$ cat config.mk
export PLATFORM = sky130hd
export DESIGN_NAME = input_memory_reader
export DESIGN_NICKNAME = d
export VERILOG_FILES = /design/src/rtl/input_memory_reader_pkg.sv /design/src/rtl/imr_addr_gen.sv /design/src/rtl/input_memory_reader.sv
export SDC_FILE = /design/constraint.sdc
export NUM_CORES = 1
export LEC_CHECK = 0
export CAP_MARGIN = 25
export CORE_UTILIZATION = 42
export CTS_CLUSTER_DIAMETER = 200
export DETAILED_ROUTE_END_ITERATION = 7
export PLACE_DENSITY = 0.77
export SLEW_MARGIN = 15
export SYNTH_ARGS = -nofsm -noshare
export SYNTH_HDL_FRONTEND = slang
export SYNTH_HIERARCHICAL = 1
export SYNTH_SLANG_ARGS = --single-unit
export TNS_END_PERCENT = 5
$ cat constraint.sdc
create_clock -name clock -period 1.7 [get_ports clock]
set_input_delay 0.34 -clock clock [delete_from_list [all_inputs] [get_ports clock]]
set_output_delay 0.34 -clock clock [all_outputs]
set_load 0.02 [all_outputs]
$ cat src/rtl/input_memory_reader_pkg.sv
// Shared definitions for the input memory reader and the output memory manager.
// The state encoding and the word width are kept here so that producer and consumer
// always agree on them.
package input_memory_reader_pkg;

  // Outputs per row, fixed to match the consumer's one-hot accumulator ring.
  localparam int unsigned N_OUTPUTS = 8;
  // Bits needed to index one output within a row.
  localparam int unsigned COL_W     = 3;
  // Width of activation and weight words.
  localparam int unsigned DATA_W    = 16;

  typedef logic [2:0] imr_state_t;

  localparam imr_state_t IDLE   = 3'd0;
  localparam imr_state_t LOAD_Z = 3'd1;
  localparam imr_state_t STREAM = 3'd2;
  localparam imr_state_t FLUSH  = 3'd3;
  localparam imr_state_t DONE   = 3'd4;

endpackage

$ cat src/rtl/imr_addr_gen.sv
// Row/column counters for the input memory reader.
//   clock, clear : system clock, synchronous active-high reset
//   issue_i      : one weight read is issued this cycle (advances j)
//   skip_i       : the current row is abandoned without issuing (advances i)
//   row_o        : current row i, used as the activation address
//   waddr_o      : weight address {i, j}
//   row_done_o   : the current row finishes this cycle
//   last_row_o   : i is the final row
module imr_addr_gen
  import input_memory_reader_pkg::*;
#(
  parameter int unsigned N_INPUTS = 16,
  localparam int unsigned IW      = $clog2(N_INPUTS)
) (
  input  logic                clock,
  input  logic                clear,
  input  logic                issue_i,
  input  logic                skip_i,
  output logic [IW-1:0]       row_o,
  output logic [IW+COL_W-1:0] waddr_o,
  output logic                row_done_o,
  output logic                last_row_o
);

  logic [IW-1:0]    i_q, i_d;
  logic [COL_W-1:0] j_q, j_d;
  logic             last_col;

  assign last_col   = (j_q == COL_W'(N_OUTPUTS - 1));
  assign last_row_o = (i_q == IW'(N_INPUTS - 1));
  assign row_done_o = skip_i | (issue_i & last_col);
  assign row_o      = i_q;
  assign waddr_o    = {i_q, j_q};

  always_comb begin
    j_d = j_q;
    i_d = i_q;
    if (issue_i) begin
      j_d = last_col ? '0 : j_q + COL_W'(1);
    end
    // i stays on the final row; the FSM moves to FLUSH instead.
    if (row_done_o && !last_row_o) begin
      i_d = i_q + IW'(1);
    end
  end

  always_ff @(posedge clock) begin
    if (clear) begin
      i_q <= '0;
      j_q <= '0;
    end else begin
      i_q <= i_d;
      j_q <= j_d;
    end
  end

endmodule

$ cat src/rtl/input_memory_reader.sv
// Input memory reader: fetches each activation from the input RAM and the eight
// matching weights from the weight RAM, then streams (active_z, active_m) pairs with
// one next_element pulse per MAC, row by row. last_element/finished rise once all
// pairs have been delivered and hold until clear.
// Ports:
//   clock, clear              : system clock, synchronous active-high reset
//   en                        : start in IDLE, issue permit in STREAM
//   input_ram_*               : activation read port (data one cycle after enable)
//   weight_ram_*              : weight read port, address {i, j}
//   active_z, active_m        : current pair, held between pulses
//   next_element              : one-cycle pulse per pair
//   last_element, finished    : level, reader is DONE
// Build option: define ZERO_SKIP_EN to skip rows whose activation is zero.
module input_memory_reader
  import input_memory_reader_pkg::*;
#(
  parameter int unsigned N_INPUTS = 16,
  localparam int unsigned IW      = $clog2(N_INPUTS)
) (
  input  logic                clock,
  input  logic                clear,
  input  logic                en,
  output logic [IW-1:0]       input_ram_address,
  output logic                input_ram_enable,
  input  logic [DATA_W-1:0]   input_ram_data,
  output logic [IW+COL_W-1:0] weight_ram_address,
  output logic                weight_ram_enable,
  input  logic [DATA_W-1:0]   weight_ram_data,
  output logic [DATA_W-1:0]   active_z,
  output logic [DATA_W-1:0]   active_m,
  output logic                next_element,
  output logic                last_element,
  output logic                finished
);

  imr_state_t        state_q, state_d;
  logic              first_q;   // first STREAM cycle: activation data is on the bus
  logic              valid_q;   // weight read issued last cycle
  logic [DATA_W-1:0] z_hold_q;  // activation of the row being streamed
  logic [DATA_W-1:0] z_pipe_q;  // activation travelling alongside the weight read
  logic              next_q;
  logic [DATA_W-1:0] az_q, am_q;

  logic [DATA_W-1:0] z_cur;
  logic              issue, skip, row_done, last_row;
  logic [IW-1:0]     row;
  logic [IW+COL_W-1:0] waddr;

  assign z_cur = first_q ? input_ram_data : z_hold_q;

`ifdef ZERO_SKIP_EN
  assign skip = (state_q == STREAM) && first_q && (input_ram_data == '0);
`else
  assign skip = 1'b0;
`endif

  assign issue = (state_q == STREAM) && en && !skip;

  imr_addr_gen #(
    .N_INPUTS(N_INPUTS)
  ) u_addr_gen (
    .clock     (clock),
    .clear     (clear),
    .issue_i   (issue),
    .skip_i    (skip),
    .row_o     (row),
    .waddr_o   (waddr),
    .row_done_o(row_done),
    .last_row_o(last_row)
  );

  always_comb begin
    state_d = state_q;
    case (state_q)
      IDLE:    if (en) state_d = LOAD_Z;
      LOAD_Z:  state_d = STREAM;
      STREAM:  if (row_done) state_d = last_row ? FLUSH : LOAD_Z;
      // Once no read is in flight the final pulse is emerging this cycle, so DONE
      // becomes visible exactly one cycle after it.
      FLUSH:   if (!valid_q) state_d = DONE;
      DONE:    state_d = DONE;
      default: state_d = IDLE;
    endcase
  end

  always_ff @(posedge clock) begin
    if (clear) begin
      state_q  <= IDLE;
      first_q  <= 1'b0;
      valid_q  <= 1'b0;
      z_hold_q <= '0;
      z_pipe_q <= '0;
      next_q   <= 1'b0;
      az_q     <= '0;
      am_q     <= '0;
    end else begin
      state_q <= state_d;
      first_q <= (state_q == LOAD_Z);
      valid_q <= issue;
      next_q  <= valid_q;
      if (first_q) z_hold_q <= input_ram_data;
      if (issue)   z_pipe_q <= z_cur;
      if (valid_q) begin
        az_q <= z_pipe_q;
        am_q <= weight_ram_data;
      end
    end
  end

  assign input_ram_enable   = (state_q == LOAD_Z);
  assign input_ram_address  = row;
  assign weight_ram_enable  = issue;
  assign weight_ram_address = waddr;
  assign active_z           = az_q;
  assign active_m           = am_q;
  assign next_element       = next_q;
  assign last_element       = (state_q == DONE);
  assign finished           = (state_q == DONE);

endmodule

**Signal wires on met1**

The bar under the picture is 20 um long. Supply wires on this layer in gray.
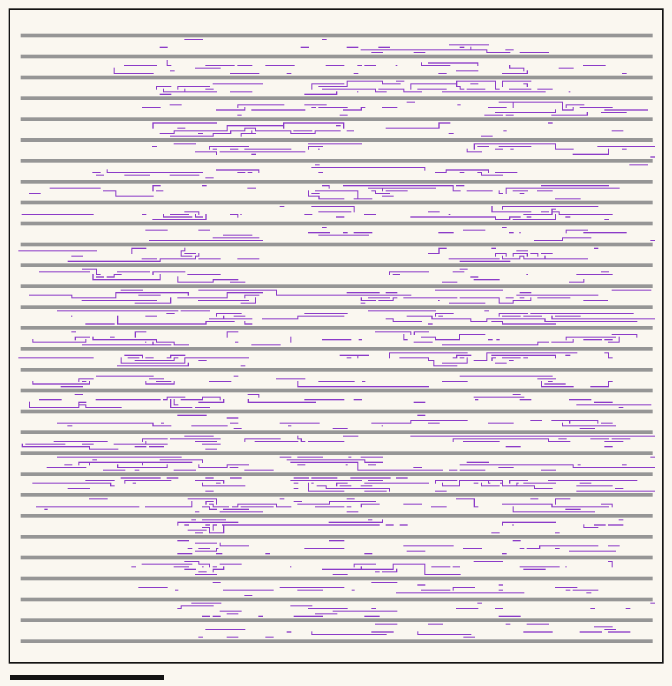
nets with wire on the layer: 356
longest straight run: 31.7 um

**Signal wires on met2**

Cells faint in the background.
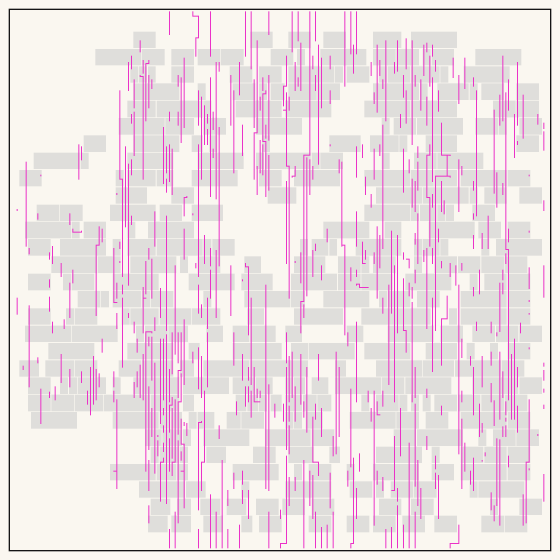
main direction: vertical
nets with wire on the layer: 345
share of all routed wire: 48%
wire length on this layer: 2,720 um

==> results.txt <==
fresh numbers from the pnr run: port bufs 82, share of flip-flops with an asynchronous set or reset 0%, post-synthesis to final-layout area growth 38.80%, Tot GR Track Use 16.71%, cell type group with the largest total delay on the critical path buffers and inverters, instance count along the most critical hold path 2, setup repair after global routing missed its margin true, antenna violations before repair 0, number of placed instances with taps included 421, Synth warnings 6, Hold Crit Endpoint active_m[15]$_SDFFE_PP0P_, post-route clock skew 0.006377 ns, Power, Total 0.003664 W, number of instances in the synthesized netlist 275, area of placed instances 0.003797 mm2, cell at the root of the clock tree clkbuf_8, number of flops mapped to enable cells by yosys 0, setup slack of the critical path after layout 0.05334 ns, post-synthesis cell area 0.002889 mm2, path class of the lowest-slack min-delay path primary input to register, violated checks DRC, number of design rule violations left after detail routing 9, Crit-path slowest cell clkdlybuf4s50_1, worst hold margin 0.4692 ns, seq pwr 0.00189 W, chip area line of the yosys report 0.002889 mm2, post-synth top area cell dfxtp_1, CTS tree built, Remaining Overflow, GRT 0, diode count 0, clk latency late pin 0.33 ns, CP bufs+invs 1, area of the core region 0.006495 mm2, CP max FO 3, horizontal die size 84.94 um, internal portion of total power 0.002842 W, filler cell count in the final layout 554, flops & latches, synth 77, kind of critical path register to output pin, group with the largest share of power registers, vias in the first global route 2,073, # Cells Yosys 275, reg2reg setup slack 0.08 ns, MaxCap Viol Count 0, type of element launching the critical path register, outcome finished with violations, reg-to-reg endpoint state_q[1]$_SDFFE_PP0P_, Main area contributors dfxtp_1 53%, mux2i_1 18%, nor2_1 9.0%
**The metal 3 layer**

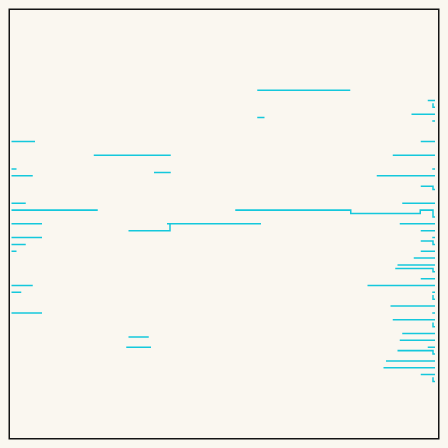
share of all routed wire: 5.6%
wire length on this layer: 321 um
nets with wire on the layer: 50

**Placement by cell class**

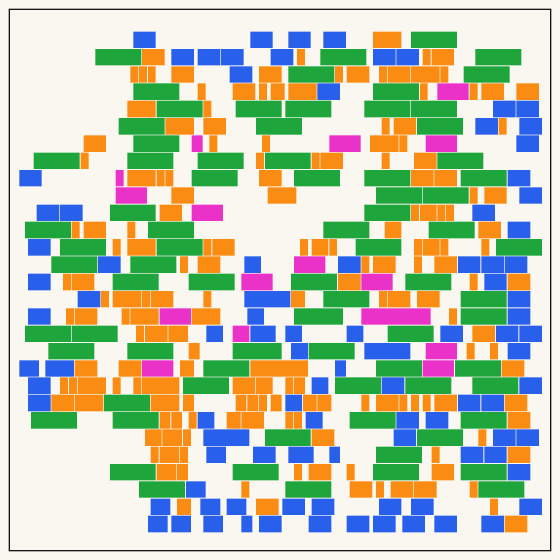
[clock drivers and dummy loads] magenta | cells: 16
[other buffers and delay cells] blue | cells: 95
[flip-flops] green | cells: 77
[all other logic] orange | cells: 173

==> metal layers <==
metal  global-route usage [%]  up-vias  share of wire, %
li1                         -     1089                 -
met1                    20.73     1001                46
met2                    28.46       58                48
met3                    5.156        6               5.6
met4                    4.160        0              0.70
met5                        0        -                 0
==> kinds of logic after synthesis <==
family,share of synthesized area (%)
adder cells (fa/ha/maj),1.299
multiplexers,18.02
flip-flops,53.36
buffers and inverters,5.760
AND/OR/NAND/NOR,11.74
AND-OR/OR-AND,9.701
other,0.1298
==> final cells by class <==
type                       instances  area, um2  area share [%]
timing repair buffer              95      934.6           23.31
sequential                        77       1544           38.50
inverter                           5      18.77          0.4680
clock buffer                      13      168.9           4.212
clock inverter                     3      42.54           1.061
tap                               77      96.34           2.402
multi-input combinational        168       1205           30.05
==> flip-flops by register name, summed over array words and instances (netlist names) <==
register / flops
active_m: 16
first_q: 1
active_z: 16
state_q: 3
z_hold_q: 16
u_addr_gen/row_o: 4
valid_q: 1
u_addr_gen/j_q: 3
next_element: 1
z_pipe_q: 16
==> how the worst max path moves through the flow <==
stage,start,end,slack [ns],depth (start not counted)
2_1_floorplan,state_q[2]$_SDFFE_PP0P_,state_q[0]$_SDFFE_PP0P_,0.02,7
3_3_place_gp,en,state_q[0]$_SDFFE_PP0P_,-0.48,7
3_5_place_dp,en,state_q[0]$_SDFFE_PP0P_,-0.53,7
4_1_cts,state_q[1]$_SDFFE_PP0P_,last_element,0.006,3
5_1_grt,en,state_q[0]$_SDFFE_PP0P_,-0.05,7
6_report,u_addr_gen/j_q[2]$_SDFFE_PP0P_,weight_ram_address[2],0.05,1
No activity file was given, so power comes from the tool's default toggle rates.
